**src/rtl/serial_subtractor_pkg.sv**
```systemverilog
// Shared definitions for the digit-serial subtractor: FSM state encoding
// and the digit-counter sizing helper.
package serial_subtractor_pkg;

  localparam logic [1:0] ST_IDLE = 2'd0;
  localparam logic [1:0] ST_RUN  = 2'd1;
  localparam logic [1:0] ST_DONE = 2'd2;

  typedef enum logic [1:0] {
    IDLE = ST_IDLE,
    RUN  = ST_RUN,
    DONE = ST_DONE
  } state_t;

  // A single-digit configuration still needs a one-bit counter.
  function automatic int cnt_width(input int width, input int digit);
    int n;
    n = $clog2(width / digit);
    return (n < 32'sd1) ? 32'sd1 : n;
  endfunction

endpackage

```
**src/rtl/serial_subtractor_if.sv**
```systemverilog
// Valid/ready operand and result bundle of the digit-serial subtractor.
interface serial_subtractor_if #(
  parameter int WIDTH = 32
);
  logic             in_valid;
  logic             in_ready;
  logic [WIDTH-1:0] a;
  logic [WIDTH-1:0] b;
  logic             bin;
  logic             out_valid;
  logic             out_ready;
  logic [WIDTH-1:0] diff;
  logic             bout;
  logic             ovf;
  logic             zero;

  modport master (
    output in_valid, a, b, bin, out_ready,
    input  in_ready, out_valid, diff, bout, ovf, zero
  );

  modport slave (
    input  in_valid, a, b, bin, out_ready,
    output in_ready, out_valid, diff, bout, ovf, zero
  );
endinterface

```
**src/rtl/serial_subtractor_full_subtractor.sv**
```systemverilog
// One-bit gate-level full subtractor; chained DIGIT-wide as a ripple borrow.
module full_subtractor (
  output logic diff,
  output logic bout,
  input  logic a,
  input  logic b,
  input  logic bin
);
  logic axb_s;

  assign axb_s = a ^ b;
  assign diff  = axb_s ^ bin;
  assign bout  = (~a & b) | (~axb_s & bin);
endmodule

```
**src/rtl/serial_subtractor.sv**
```systemverilog
// Digit-serial subtractor: diff = a - b - bin, one DIGIT-wide slice per cycle,
// LSB first, with valid/ready handshakes on the operand and result sides.
module serial_subtractor
  import serial_subtractor_pkg::*;
#(
  parameter int WIDTH = 32,
  parameter int DIGIT = 4
) (
  input logic                clk,
  input logic                rst,
  serial_subtractor_if.slave bus
);
  localparam int NDIG = WIDTH / DIGIT;
  localparam int CW   = cnt_width(WIDTH, DIGIT);
  localparam logic [CW-1:0] CNT_ZERO = CW'(1'b0);
  localparam logic [CW-1:0] CNT_ONE  = CW'(1'b1);
  localparam logic [CW-1:0] CNT_LAST = CW'(NDIG - 32'sd1);

  state_t           state_r;
  logic [WIDTH-1:0] a_r, b_r, diff_r, diff_next_s;
  logic [CW-1:0]    cnt_r;
  logic             borrow_r, bout_r, ovf_r, zero_r, out_valid_r;
  logic [DIGIT-1:0] a_dig_s, b_dig_s, d_dig_s;
  logic [DIGIT:0]   chain_s;
  logic             in_ready_s, last_s;

  assign in_ready_s = (state_r == IDLE) || ((state_r == DONE) && bus.out_ready);
  assign last_s     = (cnt_r == CNT_LAST);
  assign chain_s[0] = borrow_r;

  // Select the active operand slice and splice its result digit into diff.
  always_comb begin
    a_dig_s     = a_r[int'(cnt_r) * DIGIT +: DIGIT];
    b_dig_s     = b_r[int'(cnt_r) * DIGIT +: DIGIT];
    diff_next_s = diff_r;
    diff_next_s[int'(cnt_r) * DIGIT +: DIGIT] = d_dig_s;
  end

  for (genvar i = 0; i < DIGIT; i++) begin : g_cell
    full_subtractor u_fs (
      .diff (d_dig_s[i]),
      .bout (chain_s[i+1]),
      .a    (a_dig_s[i]),
      .b    (b_dig_s[i]),
      .bin  (chain_s[i])
    );
  end

  // Handshake FSM, operand capture and per-slice result accumulation.
  always_ff @(posedge clk or posedge rst) begin
    if (rst) begin
      state_r     <= IDLE;
      a_r         <= {WIDTH{1'b0}};
      b_r         <= {WIDTH{1'b0}};
      diff_r      <= {WIDTH{1'b0}};
      cnt_r       <= CNT_ZERO;
      borrow_r    <= 1'b0;
      bout_r      <= 1'b0;
      ovf_r       <= 1'b0;
      zero_r      <= 1'b0;
      out_valid_r <= 1'b0;
    end else begin
      case (state_r)
        IDLE: begin
          if (bus.in_valid) begin
            a_r      <= bus.a;
            b_r      <= bus.b;
            borrow_r <= bus.bin;
            cnt_r    <= CNT_ZERO;
            state_r  <= RUN;
          end
        end
        RUN: begin
          diff_r   <= diff_next_s;
          borrow_r <= chain_s[DIGIT];
          if (last_s) begin
            // The last slice carries the MSB, so sign and zero flags settle here.
            bout_r      <= chain_s[DIGIT];
            ovf_r       <= (a_r[WIDTH-1] != b_r[WIDTH-1]) &&
                           (d_dig_s[DIGIT-1] != a_r[WIDTH-1]);
            zero_r      <= (diff_next_s == {WIDTH{1'b0}});
            out_valid_r <= 1'b1;
            state_r     <= DONE;
          end else begin
            cnt_r <= cnt_r + CNT_ONE;
          end
        end
        DONE: begin
          if (bus.out_ready) begin
            out_valid_r <= 1'b0;
            if (bus.in_valid) begin
              a_r      <= bus.a;
              b_r      <= bus.b;
              borrow_r <= bus.bin;
              cnt_r    <= CNT_ZERO;
              state_r  <= RUN;
            end else begin
              state_r <= IDLE;
            end
          end
        end
        default: begin
          state_r <= IDLE;
        end
      endcase
    end
  end

  assign bus.in_ready  = in_ready_s;
  assign bus.out_valid = out_valid_r;
  assign bus.diff      = diff_r;
  assign bus.bout      = bout_r;
  assign bus.ovf       = ovf_r;
  assign bus.zero      = zero_r;
endmodule
```
**src/flat_wrapper.sv**
```systemverilog
// flat-port wrapper written by rule: the top's interface ports become plain ports
module serial_subtractor_flat import serial_subtractor_pkg::*;
#(
  parameter int WIDTH = 32,
  parameter int DIGIT = 4
)
  (clk, rst, bus_in_valid, bus_a, bus_b, bus_bin, bus_out_ready, bus_in_ready, bus_out_valid, bus_diff, bus_bout, bus_ovf, bus_zero);
  serial_subtractor_if #(.WIDTH(WIDTH)) bus_i ();
  input logic clk;
  input logic rst;
  input wire logic [$bits(bus_i.in_valid)-1:0] bus_in_valid;
  input wire logic [$bits(bus_i.a)-1:0] bus_a;
  input wire logic [$bits(bus_i.b)-1:0] bus_b;
  input wire logic [$bits(bus_i.bin)-1:0] bus_bin;
  input wire logic [$bits(bus_i.out_ready)-1:0] bus_out_ready;
  output wire logic [$bits(bus_i.in_ready)-1:0] bus_in_ready;
  output wire logic [$bits(bus_i.out_valid)-1:0] bus_out_valid;
  output wire logic [$bits(bus_i.diff)-1:0] bus_diff;
  output wire logic [$bits(bus_i.bout)-1:0] bus_bout;
  output wire logic [$bits(bus_i.ovf)-1:0] bus_ovf;
  output wire logic [$bits(bus_i.zero)-1:0] bus_zero;
  assign bus_i.in_valid = bus_in_valid;
  assign bus_i.a = bus_a;
  assign bus_i.b = bus_b;
  assign bus_i.bin = bus_bin;
  assign bus_i.out_ready = bus_out_ready;
  assign bus_in_ready = bus_i.in_ready;
  assign bus_out_valid = bus_i.out_valid;
  assign bus_diff = bus_i.diff;
  assign bus_bout = bus_i.bout;
  assign bus_ovf = bus_i.ovf;
  assign bus_zero = bus_i.zero;
  serial_subtractor #(.WIDTH(WIDTH), .DIGIT(DIGIT)) u_core (.clk(clk), .rst(rst), .bus(bus_i));
endmodule
```
**config.mk**
```make
export PLATFORM = sky130hd
export DESIGN_NAME = serial_subtractor_flat
export DESIGN_NICKNAME = d
export VERILOG_FILES = /design/src/rtl/serial_subtractor_pkg.sv /design/src/rtl/serial_subtractor_if.sv /design/src/rtl/serial_subtractor_full_subtractor.sv /design/src/rtl/serial_subtractor.sv /design/src/flat_wrapper.sv
export SDC_FILE = /design/constraint.sdc
export NUM_CORES = 1
export LEC_CHECK = 0
export ABC_AREA = 0
export CAP_MARGIN = 10
export CORE_MARGIN = 3
export CORE_UTILIZATION = 41
export CTS_CLUSTER_SIZE = 25
export DETAILED_ROUTE_END_ITERATION = 8
export GPL_TIMING_DRIVEN = 0
export PLACE_DENSITY = 0.66
export SYNTH_ARGS = -nofsm -noshare
export SYNTH_HDL_FRONTEND = slang
export SYNTH_HIERARCHICAL = 1
export SYNTH_SLANG_ARGS = --single-unit
export TNS_END_PERCENT = 100
```
**constraint.sdc**
```tcl
create_clock -name clk -period 5.73 [get_ports clk]
set_input_delay 1.146 -clock clk [delete_from_list [all_inputs] [get_ports clk]]
set_output_delay 1.146 -clock clk [all_outputs]
set_load 0.02 [all_outputs]
```
==> impl_metrics.yaml, run 1 <==
# synthesis and place-and-route metrics
drt:
  drc: 0
  wire_per_inst_um: 17.30
  avgViaCountPerCell: 5.138
  ant_nets: 0
  initialDrtViolationCount: 169
layout:
  clock_buffers: 10
  buffers: 123
  drive_above_1_share_pct: 29.62
  fillers: 1060
  clk_share_pct: 4.525
  seq_cells: 106
  nMultiInputCombCells: 253
critical_path:
  startpoint: "u_core/cnt_r[0]$_DFFE_PP0P_"
  critPathMostFrequentCell: "inv_1"
  slowest_delay_ns: 0.54
  crit_family: "adder cells"
  rrSetupSlack_ns: 0.72
  reg2regPathDepth: 22
  cp.required_ns: 5.98
  critPathCapture: "u_core/bus.zero$_DFFE_PP0P_"
flow_run:
  warnings: 31
grt:
  grt_pass1_vias: 3879
  antenna_found_initial: 0
  grt_first_pass_wirelength_um: 20240
  top_usage_layer: "met2"
  grt_max_degree: 75
  gr-usage-met1_pct: 22.27
  grt_overflow: 0
yosys:
  ys_ff: 106
  yosys.area.top_type_share_pct: 49.96
  ys_types: 43
  syn_area_um2: 5309
  async_flop_share_pct: 100.0
  edf_count: 0
  synthTopCellsByCount: "106 x dfrtp_1, 84 x mux2_2, 36 x nand2_1, 21 x inv_1, 16 x mux4_2"
  synthCells: 398
  simple_gate_share_pct: 10.79
  ff_type: "dfrtp_1"
  topCellsByArea: "dfrtp_1 50%, mux2_2 18%, mux4_2 6.8%"
  logic_family: "multiplexers"
  xor_area_share_pct: 0
  top_cell: "dfrtp_1"
floorplan:
  die_area_um2: 14350
  tapCellCount: 168
placed_design:
  place.detailed.hpwl_um: 9038
  post_dp_cell_area_um2: 6600
  gp_congestion: 0.7786
hold_path:
  holdCritStartpoint: "u_core/bus.zero$_DFFE_PP0P_"
  min_path_type: "flop to flop"
timing:
  tightest_slew_ns: 0.5622
  holdWs_ns: 0.4994
  rsz0062_at_grt: "false"
  setup_tns_ns: 0
  timing.final.crit_share_pct: 87.50
  setup_viol: 0
power_and_ir_drop:
  power_combinational_mw: 2.50
  power_frac_seq_pct: 29.1
  power_density_nw_per_um2: 641.9
cts:
  clock_path_buffers: 2
  holdBufCountCts: 0
  cts.sinks: 106
  cts_buffers: 9
  cts_tree: "yes"
outcome:
  status: "complete, no violations"
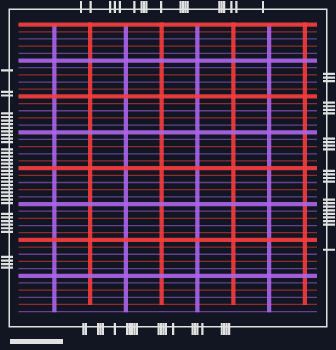
(run_1/floorplan.png)
The bar under the picture is 20 µm long. Pins as bars on the die edge.
legend:
  VDD:
    colour: red
  VSS:
    colour: purple
met4 straps: 8
rows: 40
met1 rails: 41
met5 straps: 8
signal pins: 106
core area: 12310 µm²
Max VDD drop: 0.0004300 V
die width: 119.8 µm
die height: 119.8 µm

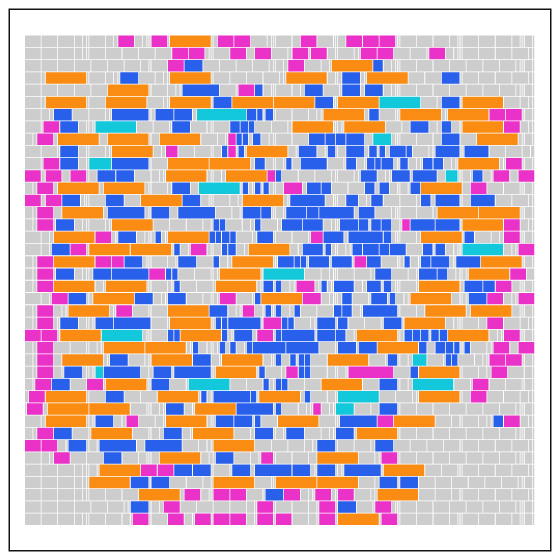
(run_1/class_map.png)
Fill, decap, tap and diode cells in grey.
legend:
  sequential cells:
    colour: orange
    cells: 106
    share_of_their_area: 40%
  remaining buffers and delay cells:
    colour: magenta
    cells: 123
    share_of_their_area: 18%
  clock drivers and dummy loads:
    colour: cyan
    cells: 16
    share_of_their_area: 4.7%
  remaining logic cells:
    colour: blue
    cells: 275
    share_of_their_area: 38%
Seq area share: 38.37%
design area: 6913 µm²
utilization after layout: 56.15%
row count: 40

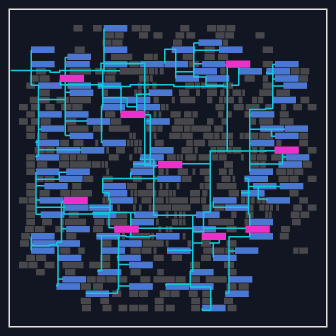
(run_1/clock_wires.png)
legend:
  clock-net drivers:
    colour: magenta
    count: 9
  clock wires:
    colour: cyan
    length: 1280 µm
  flip-flops:
    colour: blue
    count: 106
flops lie: all over the die
routed clock nets: 10
clock share of power: 14.4%
clk_lat worst skew: 0.36 ns
Clk power: 640 µW
Final Skew: 0.01022 ns

==> run 1 -> run 2 <==
Settings changed: CORE_MARGIN 3 to default.
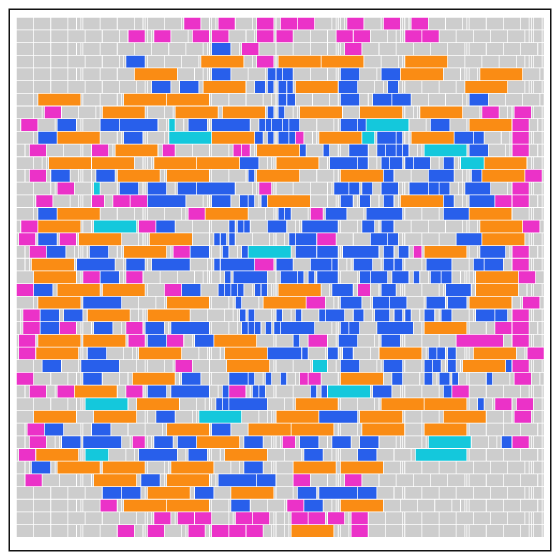
(run_2/class_map.png)
Fill, decap, tap and diode cells in grey.
legend:
  clock drivers and dummy loads:
    colour: cyan
    cells: 16
    share_of_their_area: 4.6%
  sequential cells:
    colour: orange
    cells: 106
    share_of_their_area: 40%
  remaining buffers and delay cells:
    colour: magenta
    cells: 123
    share_of_their_area: 18%
  remaining logic cells:
    colour: blue
    cells: 275
    share_of_their_area: 38%
core area: 12620 µm²
utilization after layout: 54.77%
row count: 41

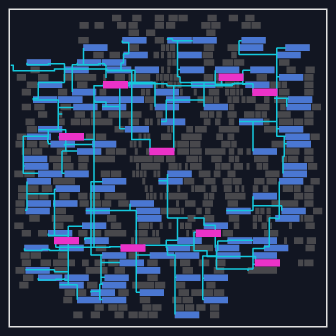
(run_2/clock_wires.png)
legend:
  clock wires:
    colour: cyan
    length: 1300 µm
  flip-flops:
    colour: blue
    count: 106
  clock-net drivers:
    colour: magenta
    count: 9
routed clock nets: 10
flops lie: all over the die
Clk power: 634 µW
clk_lat worst skew: 0.35 ns
Final Skew: 0.007165 ns
clock share of power: 14.3%

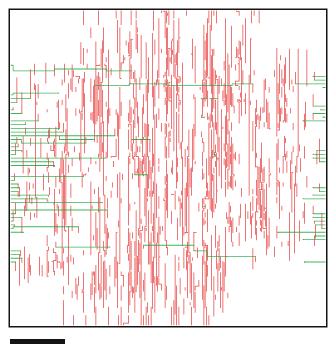
(run_2/layers.png)
The bar under the picture is 20 µm long. Two of the layers only.
legend:
  M2:
    colour: red
    wire_length: 5860 µm
  M3:
    colour: green
    wire_length: 734 µm
Routed WL: 11580 µm
Overall Global Routing Usage: 19.21%
DR WL/cell: 16.74 µm
DR vias: 3498

==> run 2 against run 1 <==
Effect of this change:
- hold slack improved by 0.0030 ns
- clock power decreased by 0.9%
- combinational power about the same
- cell count increased by 0.58%
- register-to-register slack got worse by 0.05 ns
- setup slack got worse by 0.047 ns
- critical path depth unchanged
- die area decreased by 6.6%
- non-clock buffer count unchanged
- critical path type unchanged
- critical endpoint unchanged
- highest routed layer unchanged
==> impl_metrics.yaml, run 2 <==
# synthesis and place-and-route metrics
outcome:
  status: "complete, no violations"
timing:
  setup_tns_ns: 0
  tightest_slew_ns: 0.5247
  holdWs_ns: 0.5024
  max-slew-margin-rel_pct: 64.75
  rsz0062_at_grt: "false"
  timing.final.crit_share_pct: 88.33
  setup_viol: 0
  final_hold_viol_count: 0
layout:
  clock_buffers: 13
  seq_cells: 106
  fillers: 1114
  drive_above_1_share_pct: 29.23
  nMultiInputCombCells: 253
  stdcell_area_um2: 6912
  seq_share_pct: 38.38
  largest_cell_class: "flip-flops and latches"
  buffers: 123
  clk_share_pct: 4.435
  insertedDiodeCount: 0
grt:
  grt_max_degree: 74
  top_usage_layer: "met2"
  grt_first_pass_wirelength_um: 19310
  antenna_found_initial: 0
  gr-usage-met1_pct: 22.43
yosys:
  syn_area_um2: 5309
  logic_family: "multiplexers"
  synthTopCellsByCount: "106 x dfrtp_1, 84 x mux2_2, 36 x nand2_1, 21 x inv_1, 16 x mux4_2"
  ys_types: 43
  edf_count: 0
  simple_gate_share_pct: 10.79
  ys_ff: 106
  async_flop_share_pct: 100.0
  top_cell: "dfrtp_1"
  synthCells: 398
  ff_type: "dfrtp_1"
  yosysSeqAreaShare_pct: 49.96
  yosys.area.top_type_share_pct: 49.96
  xor_area_share_pct: 0
critical_path:
  criticalPathCategory: "flop to flop"
  slowest_delay_ns: 0.54
  critPathCapture: "u_core/bus.zero$_DFFE_PP0P_"
  crit_family: "adder cells"
  reg2regPathDepth: 22
  cp.required_ns: 5.97
  startpoint: "u_core/cnt_r[0]$_DFFE_PP0P_"
  rrSetupSlack_ns: 0.67
cts:
  holdBufCountCts: 0
  cts_buffers: 9
  cts_tree: "yes"
  cts_setup_buffers: 0
  clock_path_buffers: 2
  cts.sinks: 106
placed_design:
  post_dp_cell_area_um2: 6605
  gp_congestion: 0.8079
  place.detailed.hpwl_um: 8664
floorplan:
  die_w_um: 115.8
  tapCellCount: 172
  die-height_um: 115.8
  die_area_um2: 13410
drt:
  avgViaCountPerCell: 5.055
  initialDrtViolationCount: 147
  drc: 0
power_and_ir_drop:
  power_frac_seq_pct: 29.3
  powerSeq_mw: 1.30
  ir_worst_vdd_v: 0.0003662
  power_combinational_mw: 2.50
  power_density_nw_per_um2: 640.5
flow_run:
  warnings: 31
==> run 2 -> run 3 <==
Settings changed: CORE_UTILIZATION 41 to 45, PLACE_DENSITY 0.66 to 0.71.
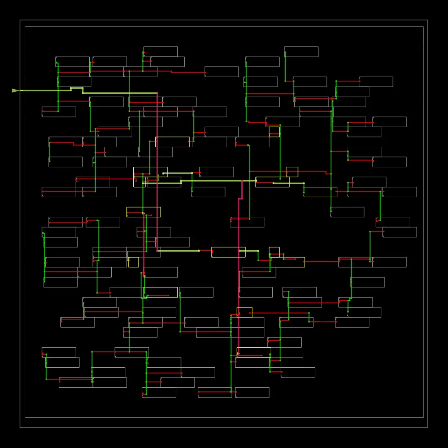
(run_3/clock_nets.png)
Clk power: 577 µW
Final Skew: 0.006041 ns

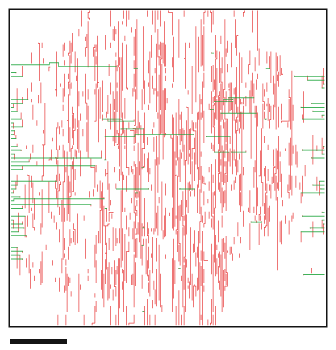
(run_3/layers.png)
The bar under the picture is 20 µm long. Two of the layers only.
legend:
  M3:
    colour: green
    wire_length: 498 µm
  M2:
    colour: red
    wire_length: 5730 µm
Routed WL: 11370 µm
DR WL/cell: 17.18 µm
DR vias: 3561
Overall Global Routing Usage: 19.94%

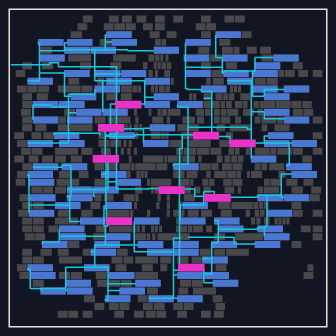
(run_3/clock_wires.png)
legend:
  flip-flops:
    colour: blue
    count: 106
  clock-net drivers:
    colour: magenta
    count: 9
  clock wires:
    colour: cyan
    length: 1230 µm
routed clock nets: 10
clock share of power: 13.3%
clk_lat worst skew: 0.34 ns

==> run 3 against run 2 <==
Effect of this change:
- clock-buffer cell count fell by 4
- synthesized area did not move
- die area fell by 8.7%
- design area fell by 0.96%
- setup slack improved by 0.064 ns
- clock skew fell by 0.0011 ns
- sequential power barely moved
- non-clock buffer count did not move
- total power fell by 1.6%
- register-to-register slack improved by 0.06 ns
- global-route usage rose by 0.73 points
==> impl_metrics.yaml, run 3 <==
# synthesis and place-and-route metrics
grt:
  top_usage_layer: "met2"
  grt_max_degree: 75
  grt_overflow: 0
  gr-usage-met1_pct: 24.86
  grt_first_pass_wirelength_um: 19210
  grt.met3_usage_pct: 4.171
  antenna_found_initial: 0
  grt_use_met2_pct: 34.08
  grt_pass1_vias: 3839
cts:
  clk_pin_slew_ns: 0.07
  cts_resized: 0
  cts.sinks: 106
  holdBufCountCts: 0
  h-tree-depth: 3
  clock_path_buffers: 2
  cts_setup_buffers: 0
  ctsRootBufferMaster: "clkbuf_16"
  cts_tree: "yes"
  cts_buffers: 9
floorplan:
  fp_util_pct: 46.30
  die_w_um: 110.6
  core_um2: 11470
  row_count: 39
  die-height_um: 110.6
  die_area_um2: 12240
  io_pins: 106
  tapCellCount: 143
hold_path:
  min_path_cells: 1
  holdCritStartpoint: "u_core/b_r[24]$_DFFE_PP0P_"
  min_to: "u_core/b_r[24]$_DFFE_PP0P_"
  min_path_type: "flop to flop"
timing:
  setup_tns_ns: 0
  max-slew-margin-rel_pct: 65.62
  setup_viol: 0
  max_freq_ghz: 0.2001
  setup_slack_ns: 0.7325
  holdWs_ns: 0.5058
  slew_violations: 0
  final_hold_viol_count: 0
  timing.final.crit_share_pct: 87.22
  min_period_ns: 4.998
  rsz0062_at_grt: "false"
  tightest_slew_ns: 0.5118
power_and_ir_drop:
  share_comb_of_total_power_pct: 57.1
  p_total_mw: 4.357
  p_leak_nw: 2.972
  power_combinational_mw: 2.49
  power_leader: "combinational cells"
  p_int_mw: 2.576
  power_frac_seq_pct: 29.7
  power_density_nw_per_um2: 636.5
  p_switching_mw: 1.781
  switching_share_pct: 40.87
  ir_worst_vdd_v: 0.0002886
  powerSeq_mw: 1.29
critical_path:
  regToRegStartpoint: "u_core/cnt_r[0]$_DFFE_PP0P_"
  startpoint: "u_core/cnt_r[0]$_DFFE_PP0P_"
  critPathLaunchType: "flop"
  rrSetupSlack_ns: 0.73
  cp.arrival_ns: 5.24
  r2r_end: "u_core/bus.zero$_DFFE_PP0P_"
  criticalPathCategory: "flop to flop"
  cp.required_ns: 5.97
  path_cells: "buf_6, buf_6, buf_4, mux4_2, nand2_1, nand2_1, fa_1, inv_1, inv_1, fa_1, inv_1, inv_1, fa_1, inv_1, inv_1, fa_1, buf_6, nor4_4, nor2b_1, a31oi_1, nand4_1, o41ai_2"
  crit_path_top_delay_cell: "mux4_2"
  cp_num_buf_inv: 10
  cp-end-kind: "flop"
  critPathCapture: "u_core/bus.zero$_DFFE_PP0P_"
  crit_family: "adder cells"
  path_max_fanout: 10
  critPathMostFrequentCell: "inv_1"
  reg2regPathDepth: 22
  cp.depth: 22
  slowest_delay_ns: 0.56
yosys:
  ys_types: 43
  ys_ff: 106
  topCellsByArea: "dfrtp_1 50%, mux2_2 18%, mux4_2 6.8%"
  logic_family: "multiplexers"
  fa_ha_area_share_pct: 3.394
  ys_cells: 398
  yosys-mux-area-fraction_pct: 28.64
  synthCells: 398
  async_flop_share_pct: 100.0
  syn_area_um2: 5309
  ys_warn_count: 6
  ys_area_um2: 5309
  syn_nets: 479
  largest_area_cell: "dfrtp_1"
  edf_count: 0
  simple_gate_share_pct: 10.79
  ff_type: "dfrtp_1"
  top_cell: "dfrtp_1"
  synthAoiAreaFrac_pct: 3.205
  synthTopCellsByCount: "106 x dfrtp_1, 84 x mux2_2, 36 x nand2_1, 21 x inv_1, 16 x mux4_2"
  xor_area_share_pct: 0
  syn_avg_cell_area_um2: 13.34
  yosysSeqAreaShare_pct: 49.96
  yosys.area.top_type_share_pct: 49.96
layout:
  postLayoutCoreUtil_pct: 59.69
  buffers: 123
  fillers: 907
  layout_top_cell: "dfrtp_1"
  comb_area_share_pct: 35.70
  nMultiInputCombCells: 253
  register_area_um2: 2653
  buffer_area_share_pct: 17.66
  fin_cells: 662
  seq_cells: 106
  stdcell_area_um2: 6845
  largest_cell_class: "flip-flops and latches"
  insertedDiodeCount: 0
  seq_share_pct: 38.75
  mi_logic_area_um2: 2444
  clock_buffers: 9
  synthToLayoutAreaGrowth_pct: 28.94
  nets: 596
  nNonClkInverters: 22
  clk_share_pct: 4.039
  drive_above_1_share_pct: 29.48
placed_design:
  port_buffers: 105
  place.detailed.hpwl_um: 8544
  dpl.cell_count: 647
  post_dp_cell_area_um2: 6569
  gp_congestion: 0.7782
  post-place-ws_ns: 0.7741
drt:
  met2_length_um: 5726
  first_pass_iters: 4
  avgViaCountPerCell: 5.379
  initialDrtViolationCount: 131
  wl_met3_um: 497
  maxUsedRoutingLayer: "met4"
  drc: 0
  ant_nets: 0
  wl_met1_um: 4917
flow_run:
  timing.max_cap.violations: 0
  warnings: 31
outcome:
  status: "complete, no violations"
Power is estimated from default activity; no workload was simulated.
